<file path="src/rtl/ex_mem_stage_if.sv">
// EX/MEM handshake bundle: one valid/ready channel carrying the ALU result,
// zero flag, store data, destination register and memory/writeback control bits.
interface ex_mem_stage_if #(
  parameter int W = 64
);
  logic         valid;
  logic         ready;
  logic [W-1:0] result;
  logic         zero;
  logic [W-1:0] wdata;
  logic [4:0]   rd;
  logic [4:0]   ctrl;

  modport master (output valid, result, zero, wdata, rd, ctrl, input ready);
  modport slave  (input valid, result, zero, wdata, rd, ctrl, output ready);
endinterface

</file>
<file path="src/rtl/ex_mem_stage.sv">
// Elastic EX/MEM boundary: DEPTH-entry circular FIFO with flush and CBZ branch resolve.
// Optional EX operand-forwarding tap of the head entry enabled by EXMEM_FWD_EN.
module ex_mem_stage #(
  parameter int W     = 64,
  parameter int DEPTH = 2
) (
  input  logic                 clk,
  input  logic                 rst_n,
  input  logic                 i_flush,
  ex_mem_stage_if.slave        i_up,
  ex_mem_stage_if.master       o_dn,
  output logic                 o_take_branch
`ifdef EXMEM_FWD_EN
  ,
  output logic                 o_fwd_valid,
  output logic [4:0]           o_fwd_rd,
  output logic [W-1:0]         o_fwd_data
`endif
);

  localparam int PW = (DEPTH > 1) ? $clog2(DEPTH) : 1;
  localparam int CW = $clog2(DEPTH + 1);

  logic [PW-1:0] r_wr_ptr;
  logic [PW-1:0] r_rd_ptr;
  logic [CW-1:0] r_count;

  logic [W-1:0]  r_result [DEPTH];
  logic          r_zero   [DEPTH];
  logic [W-1:0]  r_wdata  [DEPTH];
  logic [4:0]    r_rd     [DEPTH];
  logic [4:0]    r_ctrl   [DEPTH];

  logic w_full;
  logic w_valid;
  logic w_push;
  logic w_pop;

  // Ready depends only on registered occupancy, so a full buffer stays
  // closed for the cycle in which it pops.
  assign w_full  = (r_count == CW'(DEPTH));
  assign w_valid = (r_count != '0);
  assign w_push  = i_up.valid & ~w_full & ~i_flush;
  assign w_pop   = w_valid & o_dn.ready & ~i_flush;

  always_ff @(posedge clk or negedge rst_n) begin
    if (!rst_n) begin
      r_wr_ptr <= '0;
      r_rd_ptr <= '0;
      r_count  <= '0;
    end else if (i_flush) begin
      r_wr_ptr <= '0;
      r_rd_ptr <= '0;
      r_count  <= '0;
    end else begin
      if (w_push) r_wr_ptr <= r_wr_ptr + PW'(1);
      if (w_pop)  r_rd_ptr <= r_rd_ptr + PW'(1);
      case ({w_push, w_pop})
        2'b10:   r_count <= r_count + CW'(1);
        2'b01:   r_count <= r_count - CW'(1);
        default: r_count <= r_count;
      endcase
    end
  end

  // Storage is never cleared; stale slots are masked by the occupancy count.
  always_ff @(posedge clk) begin
    if (w_push) begin
      r_result[r_wr_ptr] <= i_up.result;
      r_zero[r_wr_ptr]   <= i_up.zero;
      r_wdata[r_wr_ptr]  <= i_up.wdata;
      r_rd[r_wr_ptr]     <= i_up.rd;
      r_ctrl[r_wr_ptr]   <= i_up.ctrl;
    end
  end

  assign i_up.ready    = ~w_full;
  assign o_dn.valid    = w_valid;
  assign o_dn.result   = w_valid ? r_result[r_rd_ptr] : '0;
  assign o_dn.zero     = w_valid ? r_zero[r_rd_ptr]   : 1'b0;
  assign o_dn.wdata    = w_valid ? r_wdata[r_rd_ptr]  : '0;
  assign o_dn.rd       = w_valid ? r_rd[r_rd_ptr]     : '0;
  assign o_dn.ctrl     = w_valid ? r_ctrl[r_rd_ptr]   : '0;
  assign o_take_branch = w_valid & r_ctrl[r_rd_ptr][4] & r_zero[r_rd_ptr];

`ifdef EXMEM_FWD_EN
  // X31 is the zero register in LEGv8, so it never forwards.
  logic w_fwd_valid;
  assign w_fwd_valid = w_valid & r_ctrl[r_rd_ptr][1] & (r_rd[r_rd_ptr] != 5'd31);
  assign o_fwd_valid = w_fwd_valid;
  assign o_fwd_rd    = w_fwd_valid ? r_rd[r_rd_ptr]     : '0;
  assign o_fwd_data  = w_fwd_valid ? r_result[r_rd_ptr] : '0;
`endif

endmodule

</file>
<file path="src/flat_wrapper.sv">
// flat-port wrapper written by rule: the top's interface ports become plain ports
module ex_mem_stage_flat 
#(
  parameter int W     = 64,
  parameter int DEPTH = 2
)
  (clk, rst_n, i_flush, o_take_branch, i_up_valid, i_up_result, i_up_zero, i_up_wdata, i_up_rd, i_up_ctrl, i_up_ready, o_dn_valid, o_dn_result, o_dn_zero, o_dn_wdata, o_dn_rd, o_dn_ctrl, o_dn_ready);
  ex_mem_stage_if #(.W(W)) i_up_i ();
  ex_mem_stage_if #(.W(W)) o_dn_i ();
  input  logic clk;
  input  logic rst_n;
  input  logic i_flush;
  output logic o_take_branch;
  input wire logic [$bits(i_up_i.valid)-1:0] i_up_valid;
  input wire logic [$bits(i_up_i.result)-1:0] i_up_result;
  input wire logic [$bits(i_up_i.zero)-1:0] i_up_zero;
  input wire logic [$bits(i_up_i.wdata)-1:0] i_up_wdata;
  input wire logic [$bits(i_up_i.rd)-1:0] i_up_rd;
  input wire logic [$bits(i_up_i.ctrl)-1:0] i_up_ctrl;
  output wire logic [$bits(i_up_i.ready)-1:0] i_up_ready;
  output wire logic [$bits(o_dn_i.valid)-1:0] o_dn_valid;
  output wire logic [$bits(o_dn_i.result)-1:0] o_dn_result;
  output wire logic [$bits(o_dn_i.zero)-1:0] o_dn_zero;
  output wire logic [$bits(o_dn_i.wdata)-1:0] o_dn_wdata;
  output wire logic [$bits(o_dn_i.rd)-1:0] o_dn_rd;
  output wire logic [$bits(o_dn_i.ctrl)-1:0] o_dn_ctrl;
  input wire logic [$bits(o_dn_i.ready)-1:0] o_dn_ready;
  assign i_up_i.valid = i_up_valid;
  assign i_up_i.result = i_up_result;
  assign i_up_i.zero = i_up_zero;
  assign i_up_i.wdata = i_up_wdata;
  assign i_up_i.rd = i_up_rd;
  assign i_up_i.ctrl = i_up_ctrl;
  assign i_up_ready = i_up_i.ready;
  assign o_dn_valid = o_dn_i.valid;
  assign o_dn_result = o_dn_i.result;
  assign o_dn_zero = o_dn_i.zero;
  assign o_dn_wdata = o_dn_i.wdata;
  assign o_dn_rd = o_dn_i.rd;
  assign o_dn_ctrl = o_dn_i.ctrl;
  assign o_dn_i.ready = o_dn_ready;
  ex_mem_stage #(.W(W), .DEPTH(DEPTH)) u_core (.clk(clk), .rst_n(rst_n), .i_flush(i_flush), .i_up(i_up_i), .o_dn(o_dn_i), .o_take_branch(o_take_branch));
endmodule
</file>
<file path="config.mk">
export PLATFORM = sky130hd
export DESIGN_NAME = ex_mem_stage_flat
export DESIGN_NICKNAME = d
export VERILOG_FILES = /design/src/rtl/ex_mem_stage_if.sv /design/src/rtl/ex_mem_stage.sv /design/src/flat_wrapper.sv
export SDC_FILE = /design/constraint.sdc
export NUM_CORES = 1
export LEC_CHECK = 0
export CAP_MARGIN = 20
export CORE_ASPECT_RATIO = 0.8
export CORE_UTILIZATION = 40
export CTS_CLUSTER_SIZE = 30
export DETAILED_ROUTE_END_ITERATION = 12
export HOLD_SLACK_MARGIN = 0.08
export PLACE_DENSITY = 0.7
export SYNTH_ARGS = -nofsm -noshare
export SYNTH_HDL_FRONTEND = slang
export SYNTH_SLANG_ARGS = --single-unit
</file>
<file path="constraint.sdc">
create_clock -name clk -period 12.7 [get_ports clk]
set_input_delay 1.27 -clock clk [delete_from_list [all_inputs] [get_ports clk]]
set_output_delay 1.27 -clock clk [all_outputs]
set_load 0.02 [all_outputs]
</file>
**Pin placement**

Pins as bars across the die edge, other pins in gray.
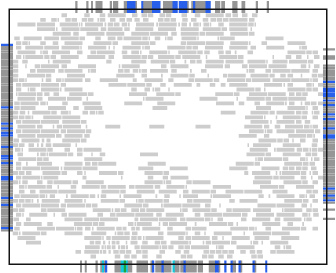
- `i_up_ready`: green (pins 1; direction output; edge bottom)
- `i_up_result`: blue (pins 64; direction input; edge 23 top, 15 left, 15 right, 11 bottom)
- `i_up_rd`: cyan (pins 5; direction input; edge bottom)

**Register map, names as in the netlist**

Other sequential cells in the stronger gray, the rest of the logic in the fainter gray.
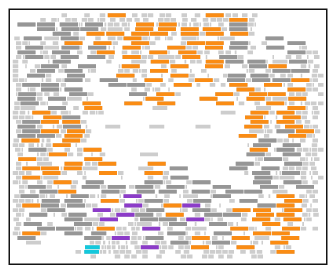
- `u_core.r_rd`: purple (flops 10)
- `u_core.r_count`: cyan (flops 2)
- `u_core.r_result`: orange (flops 128; where widely spread)
- not colored: 142

**Routed metal, one color a layer**

The bar under the picture is 50 um long.
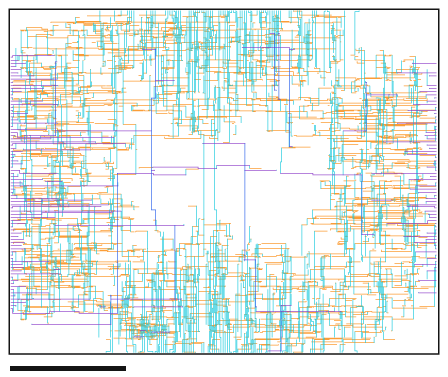
- met2: cyan (wire length 10300 um)
- met3: purple (wire length 1830 um)
- met4: blue (wire length 449 um)
- met1: orange (wire length 9720 um)

**Clock network drawn from the DEF**

The bar under the picture is 50 um long.
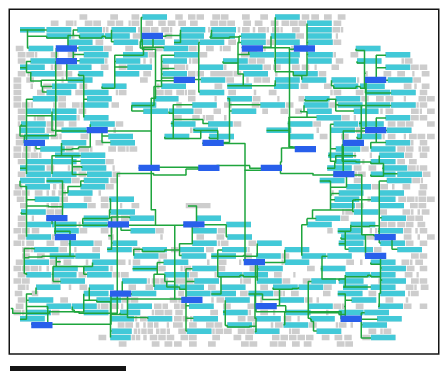
- cells driving clock nets: blue (count 29)
- clock wires: green (length 3140 um)
- flip-flops: cyan (count 282)
- flops lie: widely spread
- routed clock nets: 30

**The clock network**

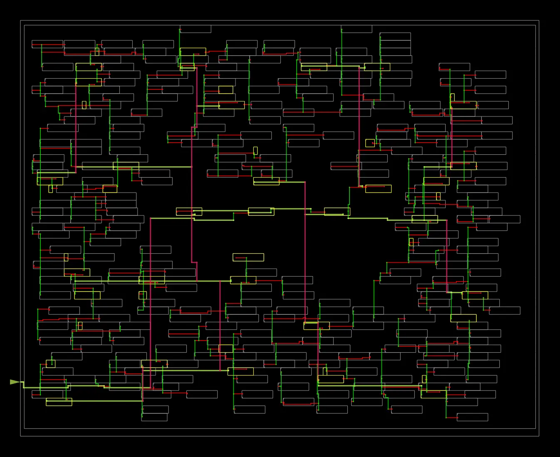
Flop Count: 282
CTS Buf Count: 29
clock group power: 0.782 mW
clk sinks: 282
clock skew: 0.00929 ns

==> results.py <==
# Generated from Yosys and OpenROAD reports
metrics = {
    "synth": {
        "syn-num-nets": 761,
        "avgSynthCellArea_um2": 17.4,
        "synth-edff-count": 278,
        "synth-main-ff-cell": "edfxtp_1",
        "synth_top_cell_by_count": "edfxtp_1",
        "ys_sh_adder": 0,
        "synthTopLogicFamily": "multiplexers",
        "yosys.area.top_type_share": 0.777,
        "top_cells_by_count": "edfxtp_1, mux2i_1, nor2_1, buf_2, buf_6",
        "simple_gate_share": 0.0556,
        "yosysCellCount": 617,
        "netlist_area_um2": 10700,
    },
    "worst_hold_path": {
        "hp-class": "reg -> reg",
        "worstHoldStart": "u_core.r_wr_ptr",
        "whs_path_depth": 2,
    },
    "detailed_routing": {
        "detail-route-antenna-nets": 0,
        "dr_wl_met2_um": 10300,
        "dr.pass1.iters": 5,
        "wl_per_cell_um": 17.4,
        "drc_errors": 0,
        "routed_wl_um": 22300,
        "viasPerCell": 4.74,
    },
    "worst_setup_path": {
        "r2r_slack_ns": 9.77,
        "end_kind": "output port",
        "cp_slowest_cell": "dfrtp_4",
        "regToRegStartpoint": "u_core.r_count[1]",
        "reg2reg_to": "u_core.r_wdata[1][17]",
        "critPathLaunchType": "register",
        "path_cells": "buf_4 > mux2i_1 > nor2_1 > clkdlybuf4s50_1",
        "crit_cells": 4,
        "critical-path-top-delay-family": "buffers and inverters",
        "worst-endpoint-required_ns": 11.43,
        "path_max_fanout": 57,
        "cpPeakStageDelay_ns": 1.09,
    },
    "global_route": {
        "use_met1": 0.219,
        "grt_overflow_total": 0,
        "grt.met2_usage": 0.244,
        "met3_usage": 0.0504,
        "grt_pass1_vias": 5974,
        "grt_pass1_wl_um": 33500,
    },
    "clock_network": {
        "clk_latency_ns": 0.52,
        "post_cts_buffers": 0,
        "path_clk_slew_ns": 0.06,
        "cts_hold_buf": 0,
        "cts_buffer_depth": 3,
        "cts_tree": "done",
        "cts.htree.levels": 1,
        "cts_resized": 0,
    },
    "layout": {
        "inv_count": 3,
        "antenna_cells": 0,
        "areaGrowthSynthToFinish_pct": 37.8,
        "fin_nets": 1056,
        "layout.cells.non_filler": 1286,
        "drive_gt1_frac": 0.0571,
        "clk_share": 0.0592,
        "dominant_cells": "registers",
    },
    "power_and_ir_drop": {
        "combPwrFrac": 0.133,
        "powerComb_mw": 0.285,
        "p_clk_frac": 0.365,
        "p_seq_frac": 0.502,
        "p_sw_frac": 0.226,
        "internal_power_mw": 1.66,
        "switchingPower_mw": 0.484,
    },
    "status": {
        "status": "completed",
    },
    "final_timing": {
        "worst_slew_pin_slew_ns": 1.02,
        "maxSlewViolCount": 0,
        "fin_crit_sh": 0.378,
        "fin_ws_ns": 7.90,
        "min_period_ns": 4.80,
        "setup_viol": 0,
    },
    "die": {
        "rows": 53,
        "core_area_um2": 26300,
        "initial_utilization": 0.408,
        "num_io_pins": 286,
    },
    "placed_design": {
        "dp_cells": 1237,
    },
    "job": {
        "warning_count": 26,
    },
}
Power and IR drop assume default switching activity.
